Fig. 1: clock routing
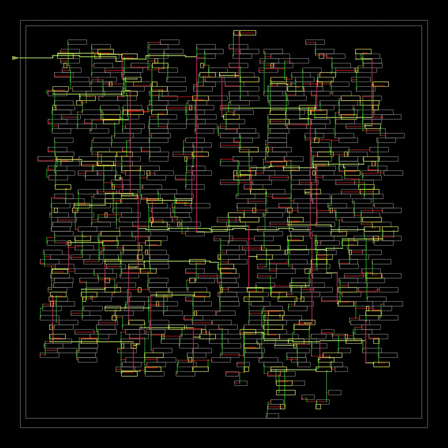
Fig. 2: zoomed window
Region (168, 168) to (188, 188) µm. Cells in gray, sequential cells in the stronger gray; small squares are vias.
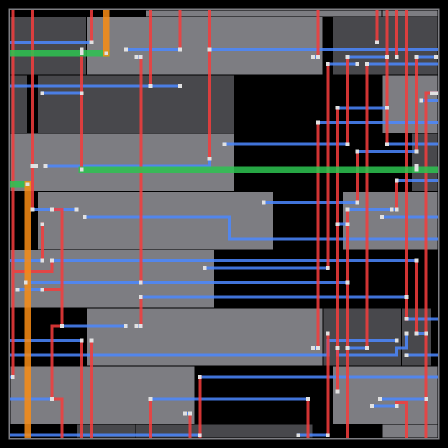
Fig. 3: I/O nets highlighted
Drawn at 1.5 px/µm.
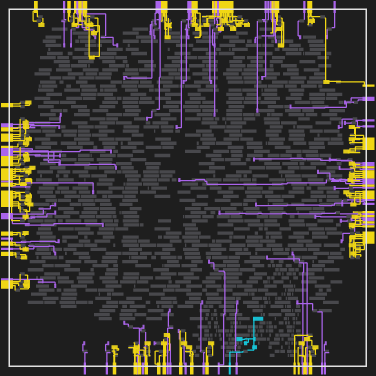
Fig. 4: metal 2
Drawn at 1.5 px/µm. Cells faint in the background.
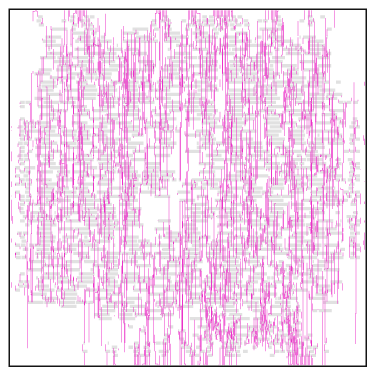
File: config.mk
export PLATFORM = sky130hd
export DESIGN_NAME = cmd_queue_ctrl
export DESIGN_NICKNAME = d
export VERILOG_FILES = /design/src/rtl/cmd_queue_pkg.sv /design/src/rtl/cmd_queue_ctrl_rr_arbiter.sv /design/src/rtl/cmd_queue_ctrl.sv
export SDC_FILE = /design/constraint.sdc
export NUM_CORES = 1
export LEC_CHECK = 0
export CAP_MARGIN = 20
export CORE_MARGIN = 3
export CORE_UTILIZATION = 40
export CTS_CLUSTER_DIAMETER = 30
export DETAILED_ROUTE_END_ITERATION = 7
export PLACE_DENSITY = 0.58
export SYNTH_ARGS = -nofsm -noshare
export SYNTH_HDL_FRONTEND = slang
export SYNTH_SLANG_ARGS = --single-unit
File: constraint.sdc
create_clock -name i_clk -period 12.9 [get_ports i_clk]
set_clock_uncertainty 0.05 [all_clocks]
set_input_delay 3.87 -clock i_clk [delete_from_list [all_inputs] [get_ports i_clk]]
set_output_delay 3.87 -clock i_clk [all_outputs]
set_load 0.03 [all_outputs]
File: src/rtl/cmd_queue_pkg.sv
// rtl/cmd_queue_pkg.sv - shared types and default parameters for the command queue
package cmd_queue_pkg;

  // Controller activity: idle until a command is accepted, active until drained and finished
  typedef enum logic {
    CQ_IDLE   = 1'b0,
    CQ_ACTIVE = 1'b1
  } cq_state_t;

  localparam int CQ_WIDTH   = 64;
  localparam int CQ_DEPTH   = 8;
  localparam int CQ_NUM_SRC = 2;
  localparam int CQ_MAX_OUT = 15;

  // One command word, shared by the top level and benches
  typedef logic [CQ_WIDTH-1:0] cmd_t;

endpackage

File: src/rtl/cmd_queue_ctrl_rr_arbiter.sv
// rtl/cmd_queue_ctrl_rr_arbiter.sv - combinational round-robin arbiter
module rr_arbiter #(
  parameter int N  = 2,
  parameter int IW = (N > 1) ? $clog2(N) : 1
) (
  input  logic [N-1:0]  req,
  input  logic [IW-1:0] rr,
  output logic [N-1:0]  gnt,
  output logic [IW-1:0] gnt_idx
);

  logic [IW-1:0] w_s;

  // Scan from farthest to nearest so the requester closest to rr (upward, wrapping) wins
  always_comb begin
    gnt     = '0;
    gnt_idx = '0;
    w_s     = '0;
    for (int k = N - 1; k >= 0; k--) begin
      w_s = IW'((int'(rr) + k) % N);
      if (req[w_s]) begin
        gnt      = '0;
        gnt[w_s] = 1'b1;
        gnt_idx  = w_s;
      end
    end
  end

endmodule

File: src/rtl/cmd_queue_ctrl.sv
// rtl/cmd_queue_ctrl.sv - multi-source command FIFO with outstanding tracking and completion pulse
module cmd_queue_ctrl
  import cmd_queue_pkg::*;
#(
  parameter int WIDTH   = $bits(cmd_t),
  parameter int DEPTH   = CQ_DEPTH,
  parameter int NUM_SRC = CQ_NUM_SRC,
  parameter int MAX_OUT = CQ_MAX_OUT
) (
  input  logic                       i_clk,
  input  logic                       i_rst,
  input  logic                       i_flush,
  input  logic [NUM_SRC-1:0]         i_wr_valid,
  input  logic [NUM_SRC*WIDTH-1:0]   i_wr_data,
  output logic [NUM_SRC-1:0]         o_wr_ready,
  input  logic                       i_read,
  output logic [WIDTH-1:0]           o_data,
  output logic                       o_empty,
  output logic                       o_full,
  output logic [$clog2(DEPTH+1)-1:0] o_count,
  input  logic                       i_task_done,
  output logic [$clog2(MAX_OUT+1)-1:0] o_outstanding,
  output logic                       o_done,
  output logic                       o_err
);

  localparam int AW = $clog2(DEPTH);
  localparam int CW = $clog2(DEPTH + 1);
  localparam int OW = $clog2(MAX_OUT + 1);
  localparam int RW = (NUM_SRC > 1) ? $clog2(NUM_SRC) : 1;

  logic [WIDTH-1:0]   r_mem [DEPTH];
  logic [AW-1:0]      r_wr_ptr, r_rd_ptr;
  logic [CW-1:0]      r_count, w_count_nxt;
  logic               r_empty, r_full;
  logic [OW-1:0]      r_out, w_out_nxt;
  logic               r_err, r_done, w_done_nxt;
  logic [RW-1:0]      r_rr, w_gnt_idx;
  logic [NUM_SRC-1:0] w_gnt;
  logic               w_can_accept, w_wr, w_rd, w_rd_err, w_out_err;
  logic [WIDTH-1:0]   w_wr_data;
  cq_state_t          r_state, w_state_nxt;

  rr_arbiter #(.N(NUM_SRC), .IW(RW)) u_arb (
    .req     (i_wr_valid),
    .rr      (r_rr),
    .gnt     (w_gnt),
    .gnt_idx (w_gnt_idx)
  );

  // A full buffer can still take a write when the head is popped in the same cycle
  assign w_can_accept = !i_rst && !i_flush && (!r_full || i_read);
  assign o_wr_ready   = w_can_accept ? w_gnt : '0;
  assign w_wr         = |o_wr_ready;
  assign w_wr_data    = i_wr_data[w_gnt_idx*WIDTH +: WIDTH];
  assign w_rd         = i_read && !r_empty && !i_flush;
  assign w_rd_err     = i_read && r_empty && !i_flush;

  // Occupancy after this cycle's flush / push / pop
  always_comb begin
    w_count_nxt = r_count;
    if (i_flush)
      w_count_nxt = '0;
    else if (w_wr && !w_rd)
      w_count_nxt = r_count + CW'(1);
    else if (!w_wr && w_rd)
      w_count_nxt = r_count - CW'(1);
  end

  // Issued-minus-finished with saturation at both ends; hitting a limit flags an error
  always_comb begin
    w_out_nxt = r_out;
    w_out_err = 1'b0;
    if (w_rd && !i_task_done) begin
      if (r_out == OW'(MAX_OUT)) w_out_err = 1'b1;
      else                       w_out_nxt = r_out + OW'(1);
    end else if (!w_rd && i_task_done) begin
      if (r_out == '0) w_out_err = 1'b1;
      else             w_out_nxt = r_out - OW'(1);
    end
  end

  // Pointers, occupancy flags, outstanding counter, sticky error and arbiter pointer
  always_ff @(posedge i_clk) begin
    if (i_rst) begin
      r_wr_ptr <= '0;
      r_rd_ptr <= '0;
      r_count  <= '0;
      r_empty  <= 1'b1;
      r_full   <= 1'b0;
      r_out    <= '0;
      r_err    <= 1'b0;
      r_rr     <= '0;
    end else begin
      if (i_flush) begin
        r_wr_ptr <= '0;
        r_rd_ptr <= '0;
      end else begin
        if (w_wr) r_wr_ptr <= r_wr_ptr + AW'(1);
        if (w_rd) r_rd_ptr <= r_rd_ptr + AW'(1);
      end
      r_count <= w_count_nxt;
      r_empty <= (w_count_nxt == '0);
      r_full  <= (w_count_nxt == CW'(DEPTH));
      r_out   <= w_out_nxt;
      r_err   <= r_err | w_rd_err | w_out_err;
      if (w_wr)
        r_rr <= (w_gnt_idx == RW'(NUM_SRC - 1)) ? '0 : w_gnt_idx + RW'(1);
    end
  end

  // Command storage; contents need no reset because o_data is masked while empty
  always_ff @(posedge i_clk) begin
    if (w_wr) r_mem[r_wr_ptr] <= w_wr_data;
  end

  // State register and registered completion pulse
  always_ff @(posedge i_clk) begin
    if (i_rst) begin
      r_state <= CQ_IDLE;
      r_done  <= 1'b0;
    end else begin
      r_state <= w_state_nxt;
      r_done  <= w_done_nxt;
    end
  end

  // Leave ACTIVE only once both the buffer and the outstanding count reach zero
  always_comb begin
    w_state_nxt = r_state;
    w_done_nxt  = 1'b0;
    case (r_state)
      CQ_IDLE:   if (w_wr) w_state_nxt = CQ_ACTIVE;
      CQ_ACTIVE: if (w_count_nxt == '0 && w_out_nxt == '0) begin
                   w_state_nxt = CQ_IDLE;
                   w_done_nxt  = 1'b1;
                 end
      default:   w_state_nxt = CQ_IDLE;
    endcase
  end

  assign o_data        = r_empty ? '0 : r_mem[r_rd_ptr];
  assign o_empty       = r_empty;
  assign o_full        = r_full;
  assign o_count       = r_count;
  assign o_outstanding = r_out;
  assign o_done        = r_done;
  assign o_err         = r_err;

endmodule

==> impl_metrics.tcl <==
# yosys + openroad results
set metrics [dict create \
    chipArea_um2 56200 \
    grt_pass1_wl_um 68800 \
    worst_r2r_endpoint "r_mem[7][15]$_DFFE_PP_" \
    hp-class "reg2reg" \
    setup-violations-final 0 \
    yosys-stat-area_um2 21400 \
    grtUsageTotal 0.162 \
    drcViolationCount 0 \
    synth_flop_count 535 \
    crit_path_end_kind "primary output" \
    r2r_start "o_full$_SDFF_PP0_" \
    ff2ff_setup_slack_ns 10.17 \
    synthAoiAreaFrac 0.00715 \
    clockRootBuffer "clkbuf_16" \
    startpoint "i_flush" \
    edf_count 512 \
    grt_overflow_total 0 \
    top_area_frac 0.720 \
    status "complete, no violations" \
    yosysMostFrequentCell "edfxtp_1" \
    synth_cells 1033 \
    floorplan.core_util 0.406 \
    ant_nets 0 \
    drt-total-wl_um 45200 \
    synth.distinct_cells 47 \
    reg2reg_depth 5 \
    maxCapViolCount 0 \
    syn_area_per_cell_um2 20.7 \
    path_cells "clkdlybuf4s50_1, or2_1, a21oi_1, nor2b_1, clkdlybuf4s50_1" \
    warnings 28 \
    startpoint_type "input pin" \
    cp.depth 5 \
    synth_area_um2 21400 \
    place_hpwl_um 24500 \
    crit_buf_inv 2 \
    insertion_delay_ns 0.59 \
    cts-hold-fix-buffers 0 \
    cp.arrival_ns 6.01 \
    drive_above_1_share 0.284 \
    fin_crit_sh 0.769 \
    ctsResizeCount 0 \
    place_congestion 0.721 \
    simple_gate_share 0.0288 \
    cpPeakStageDelay_ns 0.69 \
    wl_per_cell_um 21.6 \
    mux_share 0.203 \
    cts_tree "done" \
    crit_top_cell "clkdlybuf4s50_1" \
    antenna_found_initial 0 \
    area_growth_pct 31.1 \
    async_reset_ff_frac 0 \
    dr.pass1.iters 4 \
    hold_viol_final 0 \
    p_leak_nw 8.90 \
    drt_iter0_drc 576 \
    core_um2 52700 \
    dieHeight_um 237 \
    diodes 0 \
    numCtsBuffers 103 \
    ir_drop_mv 0.0930 \
    fin_setup_tns_ns 0 \
    worstMarginPinSlew_ns 1.10 \
    min_period_ns 9.93 \
    portBuffers 212 \
    floorplan.nets 1174 \
    fin_util 0.532 \
    ys_warn_count 0 \
    nets 1458 \
    finalMaxSlewViolations 0 \
    viasPerCell 5.11 \
    top_cells_by_area "edfxtp_1 72%, mux4_2 13%, mux2i_1 3.4%" \
    cts_buffer_depth 3 \
    cp_slowest_cell "clkdlybuf4s50_1" \
    synthXorXnorAreaFrac 0.00328 \
    common_cells "512 x edfxtp_1, 128 x mux4_2, 80 x nor2_1, 73 x mux2i_1, 64 x mux2_2" \
    ys_seq_share 0.741 \
    grt_pass1_vias 11600 \
    grt_max_degree 71 \
    endpoint "o_wr_ready[1]" \
    rows 84 \
    cellPowerDensity_nw_per_um2 176 \
    required_ns 8.98 \
    grt_setup_unrepaired "false" \
    cp_max_fo 11 \
    path_class "in2out" \
    htreeDepth 3 \
    largest_area_cell "edfxtp_1" \
    synthFlopType "edfxtp_1" \
    clk_pin_slew_worst_paths_ns 0.04 \
    slew_headroom 0.268 \
    cts_setup_buffers 0 \
    synth.logic.top_family "multiplexers" \
    ys_sh_adder 0.00398 \
    yosys_cells 1033 \
    vias 10700 \
    max_freq_mhz 101 \
    path_delay_family "buffers and inverters" \
    ios 213 \
    die_width_um 237 \
]
Notes on Fig. 1 above:
CTS Sinks: 535
FFs & Latches: 535
Clk. pwr: 2.75 mW
CLK BUF: 114

Notes on Fig. 2 above:
Red shows M2. Orange shows M4. Blue shows M1. Green shows M3.
Most frequent: edfxtp_1 (6). Sequential cells in the window: 6. 11 logic cells have their middle in the window. Netlist names of flops here include r_mem (6).

Notes on Fig. 3 above:
Cyan shows i_read, bits 1, direction input, end cells 5, buffers 1, wire 61.1 µm. Yellow shows i_wr_data, bits 128, direction input, end cells 64, buffers 128, wire 2,060 µm. Purple shows o_data, bits 64, direction output, end cells 64, buffers 64, wire 2,710 µm.

Notes on Fig. 4 above:
The longest straight run is 78.5 µm. The layer carries 22.8 mm of wire. The wires run mostly vertical. The layer holds 50% of the routed length.

==> area by class of cell <==
| class | instances | area, µm² |
|---|---|---|
| well taps | 688 | 861 |
| flip-flops and latches | 535 | 15900 |
| multi-input cells | 434 | 5320 |
| repair buffers | 234 | 2290 |
| clock inverters | 80 | 1000 |
| inverters | 9 | 33.8 |
| clock buffers | 114 | 2660 |
| fillers | 4138 | 24600 |
==> stage by stage <==
step	std cells	worst slack, ns	area (µm²)	total power, mW	hold slack (ns)
3_3_place_gp	1900	3.05	24300	2.21	0.440
5_1_grt	2094	2.91	28000	5.11	0.496
6_report	2094	2.97	28000	4.94	0.477
3_5_place_dp	1900	2.97	24300	2.22	0.459
4_1_cts	2094	2.97	28000	5.00	0.485
2_1_floorplan	1033	0.895	21400	2.11	0.422
==> layer usage <==
metal	wire length [µm]	track usage
met2	22800	0.275
met1	19300	0.208
met3	2270	0.0347
met4	848	0.0515
met5	0	0
==> placed cells by master (no fill, tap or decap), types with 2 or more instances in the layout <==
cell type / instances
a21oi_1: 5
a22oi_1: 2
a31oi_1: 2
and2_1: 5
and3_1: 2
buf_4: 22
bufinv_16: 22
clkbuf_1: 9
clkbuf_16: 105
clkdlybuf4s50_1: 212
clkinv_1: 16
clkinv_2: 18
clkinv_4: 6
clkinvlp_4: 14
dfxtp_1: 19
dfxtp_4: 4
edfxtp_1: 512
ha_1: 6
inv_1: 9
inv_6: 4
mux2_2: 64
mux2i_1: 73
mux4_2: 128
nand2_1: 16
nand3_1: 2
nand4_1: 2
nor2_1: 79
nor3_1: 4
nor3_2: 2
nor3b_2: 3
nor4b_2: 2
o211ai_1: 2
o21ai_1: 3
or3_1: 2
xnor2_1: 5
xor2_1: 3
==> power by group <==
part / total (mW) / leakage [nW] / internal (mW) / switching [mW]
combinational: 0.233 / 2.33 / 0.111 / 0.122
clock: 2.75 / 1.76 / 1.92 / 0.839
sequential: 1.95 / 4.81 / 1.94 / 0.0135
==> worst register-to-register path, stage by stage (launching register included) <==
cell and delay [ns]:
dfxtp_1 0.32, a211oi_2 0.21, buf_4 0.24, nand2_1 0.20, nor2_4 0.51, buf_4 0.76
==> worst min path at each step <==
stage                                  start                to  slack, ns  depth (start not counted)
finish              r_rd_ptr[1]$_SDFFE_PP0P_          register       0.48                          2
global placement            o_err$_SDFF_PP0_  o_err$_SDFF_PP0_       0.44                          2
global route        r_rd_ptr[1]$_SDFFE_PP0P_          register       0.50                          2
detailed placement          o_err$_SDFF_PP0_  o_err$_SDFF_PP0_       0.46                          2
floorplan           r_rd_ptr[1]$_SDFFE_PP0P_          register       0.42                          2
CTS                         o_err$_SDFF_PP0_  o_err$_SDFF_PP0_       0.48                          2
==> flip-flops by register name (all words and copies together), names as in the netlist, 3 cells and up, named ones only <==
signal and flops:
r_rd_ptr 3, r_wr_ptr 3, o_count 4, o_outstanding 4, r_mem 512
==> logic make-up (layout without fill, tap and decap cells) <==
family,Yosys count,in the layout
AOI/OAI and AO/OA,22,22
muxes,265,265
buffers and inverters,64,437
DFF,535,535
xor gates and xnor gates,8,8
and+or+nand+nor,132,132
adders and majority gates,7,7
Power is estimated from default activity; no workload was simulated.
